File: config.mk
export PLATFORM = sky130hd
export DESIGN_NAME = dana_top
export DESIGN_NICKNAME = d
export VERILOG_FILES = /design/src/rtl/dana_pkg.sv /design/src/rtl/rocc_rr_arbiter.sv /design/src/rtl/dana_top.sv
export SDC_FILE = /design/constraint.sdc
export NUM_CORES = 2
export LEC_CHECK = 0
export CAP_MARGIN = 20
export CORE_UTILIZATION = 53
export DETAILED_ROUTE_END_ITERATION = 10
export PLACE_DENSITY = 0.73
export SYNTH_ARGS = -nofsm -noshare
export SYNTH_HDL_FRONTEND = slang
export SYNTH_HIERARCHICAL = 1
export SYNTH_SLANG_ARGS = --single-unit
File: constraint.sdc
create_clock -name clk -period 47 [get_ports clk]
set_clock_uncertainty 0.05 [all_clocks]
set_input_delay 9.4 -clock clk [delete_from_list [all_inputs] [get_ports clk]]
set_output_delay 9.4 -clock clk [all_outputs]
set_load 0.01 [all_outputs]
File: src/rtl/dana_pkg.sv
// Shared types and constants for the DANA two-port RoCC front end.
// Holds the funct encodings, the command/response records and the scratch memory geometry.
package dana_pkg;

  localparam int DATA_W    = 64;
  localparam int ASID_W    = 16;
  localparam int RD_W      = 5;
  localparam int FUNCT_W   = 7;
  localparam int MEM_DEPTH = 16;
  localparam int IDX_W     = $clog2(MEM_DEPTH);

  localparam logic [FUNCT_W-1:0] F_SET_ASID = 7'd0;
  localparam logic [FUNCT_W-1:0] F_WRITE    = 7'd1;
  localparam logic [FUNCT_W-1:0] F_READ     = 7'd2;
  localparam logic [FUNCT_W-1:0] F_STATUS   = 7'd3;

  // Only the command fields the engine acts on; the remaining instruction bits are ignored.
  typedef struct packed {
    logic [FUNCT_W-1:0] funct;
    logic [RD_W-1:0]    rd;
    logic               xd;
    logic               s;
    logic [DATA_W-1:0]  rs1;
    logic [DATA_W-1:0]  rs2;
  } rocc_cmd_t;

  typedef struct packed {
    logic [RD_W-1:0]   rd;
    logic [DATA_W-1:0] data;
  } rocc_resp_t;

  function automatic logic [DATA_W-1:0] asid_word(input logic [ASID_W-1:0] asid);
    return {{(DATA_W-ASID_W){1'b0}}, asid};
  endfunction

endpackage

File: src/rtl/rocc_rr_arbiter.sv
// Two-requester round-robin arbiter; a requester with an undelivered response is held off.
// Handshake: a command transfers on a cycle where valid_i[n] and ready_o[n] are both high.
module rocc_rr_arbiter (
  input  logic       clk_i,
  input  logic       rst_i,
  input  logic [1:0] valid_i,
  input  logic [1:0] pend_i,
  output logic [1:0] ready_o,
  output logic [1:0] grant_o
);

  logic rr_q;
  logic rr_d;

  // The pointer favours one core, but an idle partner never blocks the other one.
  always_comb begin
    ready_o[0] = !pend_i[0] && (!rr_q || !valid_i[1]);
    ready_o[1] = !pend_i[1] && ( rr_q || !valid_i[0]);
  end

  assign grant_o = valid_i & ready_o;

  always_comb begin
    rr_d = rr_q;
    if (|grant_o) begin
      rr_d = ~rr_q;
    end
  end

  always_ff @(posedge clk_i or posedge rst_i) begin
    if (rst_i) begin
      rr_q <= 1'b0;
    end else begin
      rr_q <= rr_d;
    end
  end

endmodule

File: src/rtl/dana_top.sv
// DANA RoCC front end: arbitrates two cores into one engine with per-core ASIDs
// and a shared ASID-tagged 16x64 scratch memory; responses return to the issuer.
module dana_top (
  input  logic        clk,
  input  logic        reset,
  output logic        io_arbiter_0_cmd_ready,
  input  logic        io_arbiter_0_cmd_valid,
  input  logic [6:0]  io_arbiter_0_cmd_bits_inst_funct,
  input  logic [4:0]  io_arbiter_0_cmd_bits_inst_rs2,
  input  logic [4:0]  io_arbiter_0_cmd_bits_inst_rs1,
  input  logic        io_arbiter_0_cmd_bits_inst_xd,
  input  logic        io_arbiter_0_cmd_bits_inst_xs1,
  input  logic        io_arbiter_0_cmd_bits_inst_xs2,
  input  logic [4:0]  io_arbiter_0_cmd_bits_inst_rd,
  input  logic [6:0]  io_arbiter_0_cmd_bits_inst_opcode,
  input  logic [63:0] io_arbiter_0_cmd_bits_rs1,
  input  logic [63:0] io_arbiter_0_cmd_bits_rs2,
  input  logic        io_arbiter_0_resp_ready,
  output logic        io_arbiter_0_resp_valid,
  output logic [4:0]  io_arbiter_0_resp_bits_rd,
  output logic [63:0] io_arbiter_0_resp_bits_data,
  output logic        io_arbiter_0_busy,
  input  logic        io_arbiter_0_s,
  output logic        io_arbiter_0_interrupt,
  output logic        io_arbiter_1_cmd_ready,
  input  logic        io_arbiter_1_cmd_valid,
  input  logic [6:0]  io_arbiter_1_cmd_bits_inst_funct,
  input  logic [4:0]  io_arbiter_1_cmd_bits_inst_rs2,
  input  logic [4:0]  io_arbiter_1_cmd_bits_inst_rs1,
  input  logic        io_arbiter_1_cmd_bits_inst_xd,
  input  logic        io_arbiter_1_cmd_bits_inst_xs1,
  input  logic        io_arbiter_1_cmd_bits_inst_xs2,
  input  logic [4:0]  io_arbiter_1_cmd_bits_inst_rd,
  input  logic [6:0]  io_arbiter_1_cmd_bits_inst_opcode,
  input  logic [63:0] io_arbiter_1_cmd_bits_rs1,
  input  logic [63:0] io_arbiter_1_cmd_bits_rs2,
  input  logic        io_arbiter_1_resp_ready,
  output logic        io_arbiter_1_resp_valid,
  output logic [4:0]  io_arbiter_1_resp_bits_rd,
  output logic [63:0] io_arbiter_1_resp_bits_data,
  output logic        io_arbiter_1_busy,
  input  logic        io_arbiter_1_s,
  output logic        io_arbiter_1_interrupt
);

  import dana_pkg::*;

  rocc_cmd_t          cmd0_c;
  rocc_cmd_t          cmd1_c;
  rocc_cmd_t          cmd_c;
  logic [1:0]         ready_c;
  logic [1:0]         grant_c;
  logic [1:0]         resp_ready_c;
  logic               sel_c;
  logic [IDX_W-1:0]   idx_c;
  logic [ASID_W-1:0]  cur_asid_c;

  logic [DATA_W-1:0]  exec_data_d;
  logic               exec_err_d;
  logic               set_asid_d;
  logic               write_d;

  logic [ASID_W-1:0]  asid_q      [2];
  logic [DATA_W-1:0]  mem_q       [MEM_DEPTH];
  logic [ASID_W-1:0]  owner_q     [MEM_DEPTH];
  rocc_resp_t         resp_q      [2];
  logic               resp_valid_q[2];
  logic               irq_q       [2];

  logic               unused_ok;

  assign cmd0_c = '{funct: io_arbiter_0_cmd_bits_inst_funct,
                    rd:    io_arbiter_0_cmd_bits_inst_rd,
                    xd:    io_arbiter_0_cmd_bits_inst_xd,
                    s:     io_arbiter_0_s,
                    rs1:   io_arbiter_0_cmd_bits_rs1,
                    rs2:   io_arbiter_0_cmd_bits_rs2};

  assign cmd1_c = '{funct: io_arbiter_1_cmd_bits_inst_funct,
                    rd:    io_arbiter_1_cmd_bits_inst_rd,
                    xd:    io_arbiter_1_cmd_bits_inst_xd,
                    s:     io_arbiter_1_s,
                    rs1:   io_arbiter_1_cmd_bits_rs1,
                    rs2:   io_arbiter_1_cmd_bits_rs2};

  assign resp_ready_c = {io_arbiter_1_resp_ready, io_arbiter_0_resp_ready};

  rocc_rr_arbiter u_arb (
    .clk_i   (clk),
    .rst_i   (reset),
    .valid_i ({io_arbiter_1_cmd_valid, io_arbiter_0_cmd_valid}),
    .pend_i  ({resp_valid_q[1], resp_valid_q[0]}),
    .ready_o (ready_c),
    .grant_o (grant_c)
  );

  // Grants are one-hot, so the engine only needs to know whether core 1 won.
  assign sel_c      = grant_c[1];
  assign cmd_c      = sel_c ? cmd1_c : cmd0_c;
  assign idx_c      = cmd_c.rs1[IDX_W-1:0];
  assign cur_asid_c = asid_q[sel_c];

  always_comb begin
    exec_data_d = '0;
    exec_err_d  = 1'b0;
    set_asid_d  = 1'b0;
    write_d     = 1'b0;
    case (cmd_c.funct)
      F_SET_ASID: begin
        if (cmd_c.s) begin
          set_asid_d = 1'b1;
        end else begin
          exec_err_d = 1'b1;
        end
      end
      F_WRITE: write_d = 1'b1;
      F_READ: begin
        if (owner_q[idx_c] == cur_asid_c) begin
          exec_data_d = mem_q[idx_c];
        end else begin
          exec_err_d = 1'b1;
        end
      end
      F_STATUS: exec_data_d = asid_word(cur_asid_c);
      default:  exec_err_d  = 1'b1;
    endcase
  end

  always_ff @(posedge clk or posedge reset) begin
    if (reset) begin
      for (int i = 0; i < MEM_DEPTH; i++) begin
        mem_q[i]   <= '0;
        owner_q[i] <= '0;
      end
      for (int n = 0; n < 2; n++) begin
        asid_q[n]       <= '0;
        resp_q[n]       <= '0;
        resp_valid_q[n] <= 1'b0;
        irq_q[n]        <= 1'b0;
      end
    end else begin
      if (|grant_c) begin
        if (set_asid_d) begin
          asid_q[sel_c] <= cmd_c.rs1[ASID_W-1:0];
        end
        if (write_d) begin
          mem_q[idx_c]   <= cmd_c.rs2;
          owner_q[idx_c] <= cur_asid_c;
        end
      end
      // A core is only granted while its response slot is empty, so load and drain never collide.
      for (int n = 0; n < 2; n++) begin
        if (grant_c[n]) begin
          irq_q[n] <= exec_err_d;
          if (cmd_c.xd) begin
            resp_valid_q[n] <= 1'b1;
            resp_q[n]       <= '{rd: cmd_c.rd, data: exec_data_d};
          end
        end else if (resp_valid_q[n] && resp_ready_c[n]) begin
          resp_valid_q[n] <= 1'b0;
        end
      end
    end
  end

  assign io_arbiter_0_cmd_ready      = ready_c[0];
  assign io_arbiter_0_resp_valid     = resp_valid_q[0];
  assign io_arbiter_0_resp_bits_rd   = resp_q[0].rd;
  assign io_arbiter_0_resp_bits_data = resp_q[0].data;
  assign io_arbiter_0_busy           = resp_valid_q[0];
  assign io_arbiter_0_interrupt      = irq_q[0];

  assign io_arbiter_1_cmd_ready      = ready_c[1];
  assign io_arbiter_1_resp_valid     = resp_valid_q[1];
  assign io_arbiter_1_resp_bits_rd   = resp_q[1].rd;
  assign io_arbiter_1_resp_bits_data = resp_q[1].data;
  assign io_arbiter_1_busy           = resp_valid_q[1];
  assign io_arbiter_1_interrupt      = irq_q[1];

  // Instruction fields the engine has no use for.
  assign unused_ok = ^{cmd_c.rs1[DATA_W-1:ASID_W],
                       io_arbiter_0_cmd_bits_inst_rs2, io_arbiter_0_cmd_bits_inst_rs1,
                       io_arbiter_0_cmd_bits_inst_xs1, io_arbiter_0_cmd_bits_inst_xs2,
                       io_arbiter_0_cmd_bits_inst_opcode,
                       io_arbiter_1_cmd_bits_inst_rs2, io_arbiter_1_cmd_bits_inst_rs1,
                       io_arbiter_1_cmd_bits_inst_xs1, io_arbiter_1_cmd_bits_inst_xs2,
                       io_arbiter_1_cmd_bits_inst_opcode};

endmodule

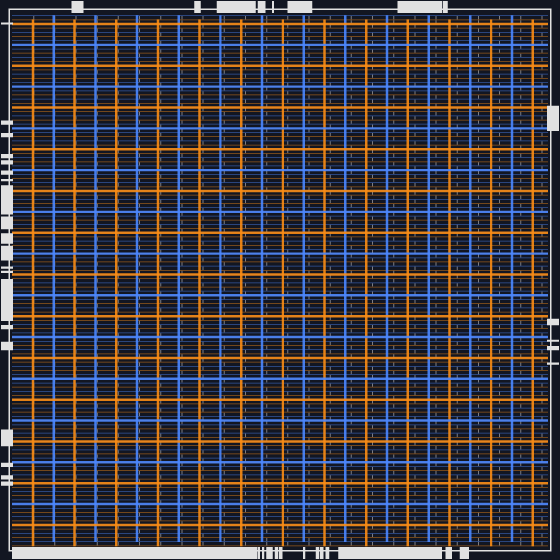
pdn.png
Pins as bars on the die edge. Tap cells in gray.
[blue] VDD
[orange] VSS
signal pins: 474
tap cells: 1612
met5 straps: 25
DIE HEIGHT: 352 um
Die Wd: 352 um

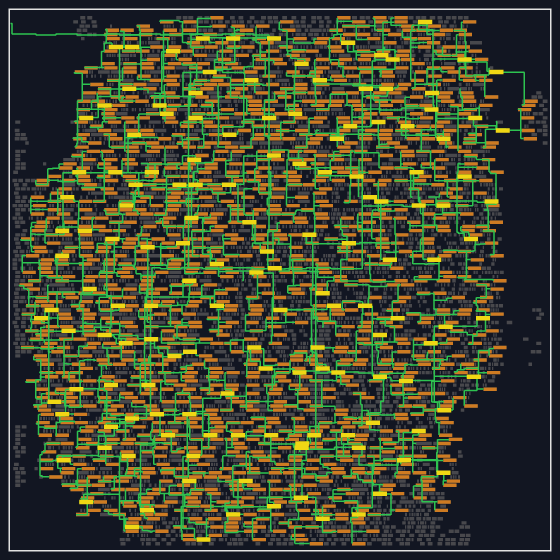
clock_map.png
[yellow] cells driving clock nets | count: 147
[green] clock wires | length: 16500 um
[orange] flip-flops | count: 1455
routed clock nets: 148
flops lie: widely spread
Clock Power Share: 39.6%
power consumed by the clock network: 1160 uW

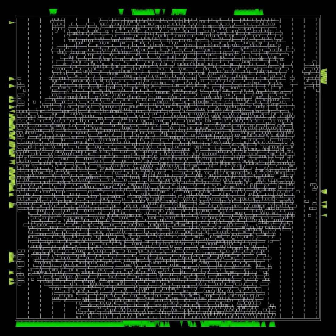
final_placement.png
n_taps: 1612
Non-Filler Instances: 8135
filler instances: 9540
Final Util: 61.6%

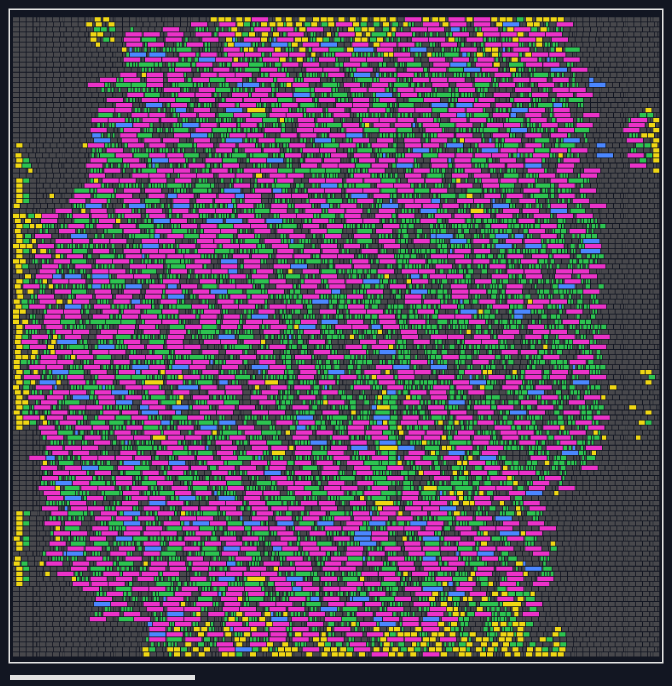
cell_classes.png
Scale bar: 100 um. Fill, decap, tap and diode cells in gray.
[magenta] flip-flops | cells: 1455 | share of their area: 50%
[blue] clock drivers and dummy loads | cells: 253 | share of their area: 6.6%
[yellow] other buffers and delay cells | cells: 506 | share of their area: 6.7%
[green] all other logic | cells: 4307 | share of their area: 36%
core area: 121000 um2
Design Area, Final: 74300 um2
num rows: 127
flop share of the area: 49.0%

-- synth_stat cells (all sizes together) (2+ instances only) --
| cell | n | share of area [%] |
|---|---|---|
| nor2 | 521 | 3.0 |
| or3 | 50 | 0.48 |
| nor3 | 5 | 0.039 |
| and4 | 3 | 0.041 |
| mux2 | 18 | 0.31 |
| o32a | 17 | 0.26 |
| xor2 | 13 | 0.18 |
| mux4 | 256 | 8.9 |
| nand2 | 1125 | 6.5 |
| mux2i | 96 | 1.5 |
| a2111oi | 8 | 0.13 |
| dfrtp | 1455 | 56 |
| a41oi | 44 | 0.59 |
| and2 | 3 | 0.029 |
| clkbuf | 490 | 2.8 |
| nor4b | 53 | 0.72 |
| nor2b | 56 | 0.54 |
| a21oi | 395 | 3.0 |
| a31oi | 56 | 0.54 |
| a32oi | 51 | 0.69 |
| o21ai | 1114 | 8.6 |
| o22ai | 139 | 1.3 |
| nor4 | 64 | 0.63 |
| o311ai | 2 | 0.027 |
| a22oi | 66 | 0.77 |
| inv | 112 | 0.65 |
| o2111ai | 17 | 0.23 |
| buf | 127 | 1.1 |
| o21bai | 3 | 0.035 |
| nand2b | 7 | 0.068 |
| a2bb2oi | 2 | 0.027 |
| nand3 | 2 | 0.015 |
-- worst min-delay path, stage by stage, from the launching register on --
cell	delay [ns]
dfrtp_1	0.34
nand2_1	0.04
o21ai_0	0.06
-- kinds of logic (layout without fill, tap and decap cells) --
group	after synthesis	after routing	share of synthesized area [%]
buffers and inverters	729	871	4.53
other	0	2	0
multiplexers	370	370	10.7
AND/OR/NAND/NOR	1894	1894	12.1
AND-OR/OR-AND	1918	1918	16.3
flip-flops	1455	1455	56.1
XOR/XNOR	13	13	0.176
-- power breakdown --
part	switching [uW]	internal [uW]	total, uW
Combinational	298	166	463
Clock	490	669	1160
Sequential	19.6	1290	1310
==> metrics.cfg <==
[status]
status = complete, no violations

[drt]
routed.top_layer = met4
dr_wl_met2_mm = 87.8
drtPass1Iterations = 6
wl_met3_mm = 13.3
drt-wirelength-per-cell_um = 22.4

[finish]
largestRegisters = mem_q (1024), owner_q (256)
layout-drive-gt1-share_pct = 10.9
nonClockBufferCount = 506
clkCellAreaFrac_pct = 6.38
mostFrequentLayoutCells = dfrtp_1, nand2_1, o21ai_0
inv_count = 112
lay_top_count = dfrtp_1

[yosys]
yosys_most_used_dff = dfrtp_1
synth_flops = 1455
ys_seq_share_pct = 56.1
ys_area_um2 = 64900
edf_count = 0
synthCells = 6379

[place]
io_buffer_count = 339
place_ws_ns = 26.74
dp_hpwl_mm = 99.9
placed_area_um2 = 69200
placed_cells = 7857

[worst_setup_path]
slowest_delay_ns = 0.52
cp.arrival_ns = 10.81
ff2ff_setup_slack_ns = 38.65
path_delay_family = buffers and inverters
crit_slowest_cell = clkdlybuf4s50_1
worstSetupEndpointType = output port

[clocking]
cts.reportedPaths.clkPinSlew_ns = 0.05
clk_path_buf_depth = 3
cts.sinks = 1455
clkLatencyLatePin_ns = 0.77

[power_and_ir_drop]
powerDensity_nw_per_um2 = 39.5
p_total_uw = 2930
leakagePower_uw = 0.0320

[timing]
period_minus_slack_ns = 20.26
setup_ws_ns = 26.74
hold_viol = 0
setup_viol = 0
timing.setup.tns_ns = 0
slew_headroom_pct = 22.9
worst_slew_pin_slew_ns = 1.16

[global_route]
globalRouteMet3Util_pct = 4.80
first_global_vias = 48800
met1_usage_pct = 40.7

[floorplan]
io_pins = 474
die_area_um2 = 124000

[hold_path]
hold_class = reg2reg

Power and IR drop assume default switching activity.
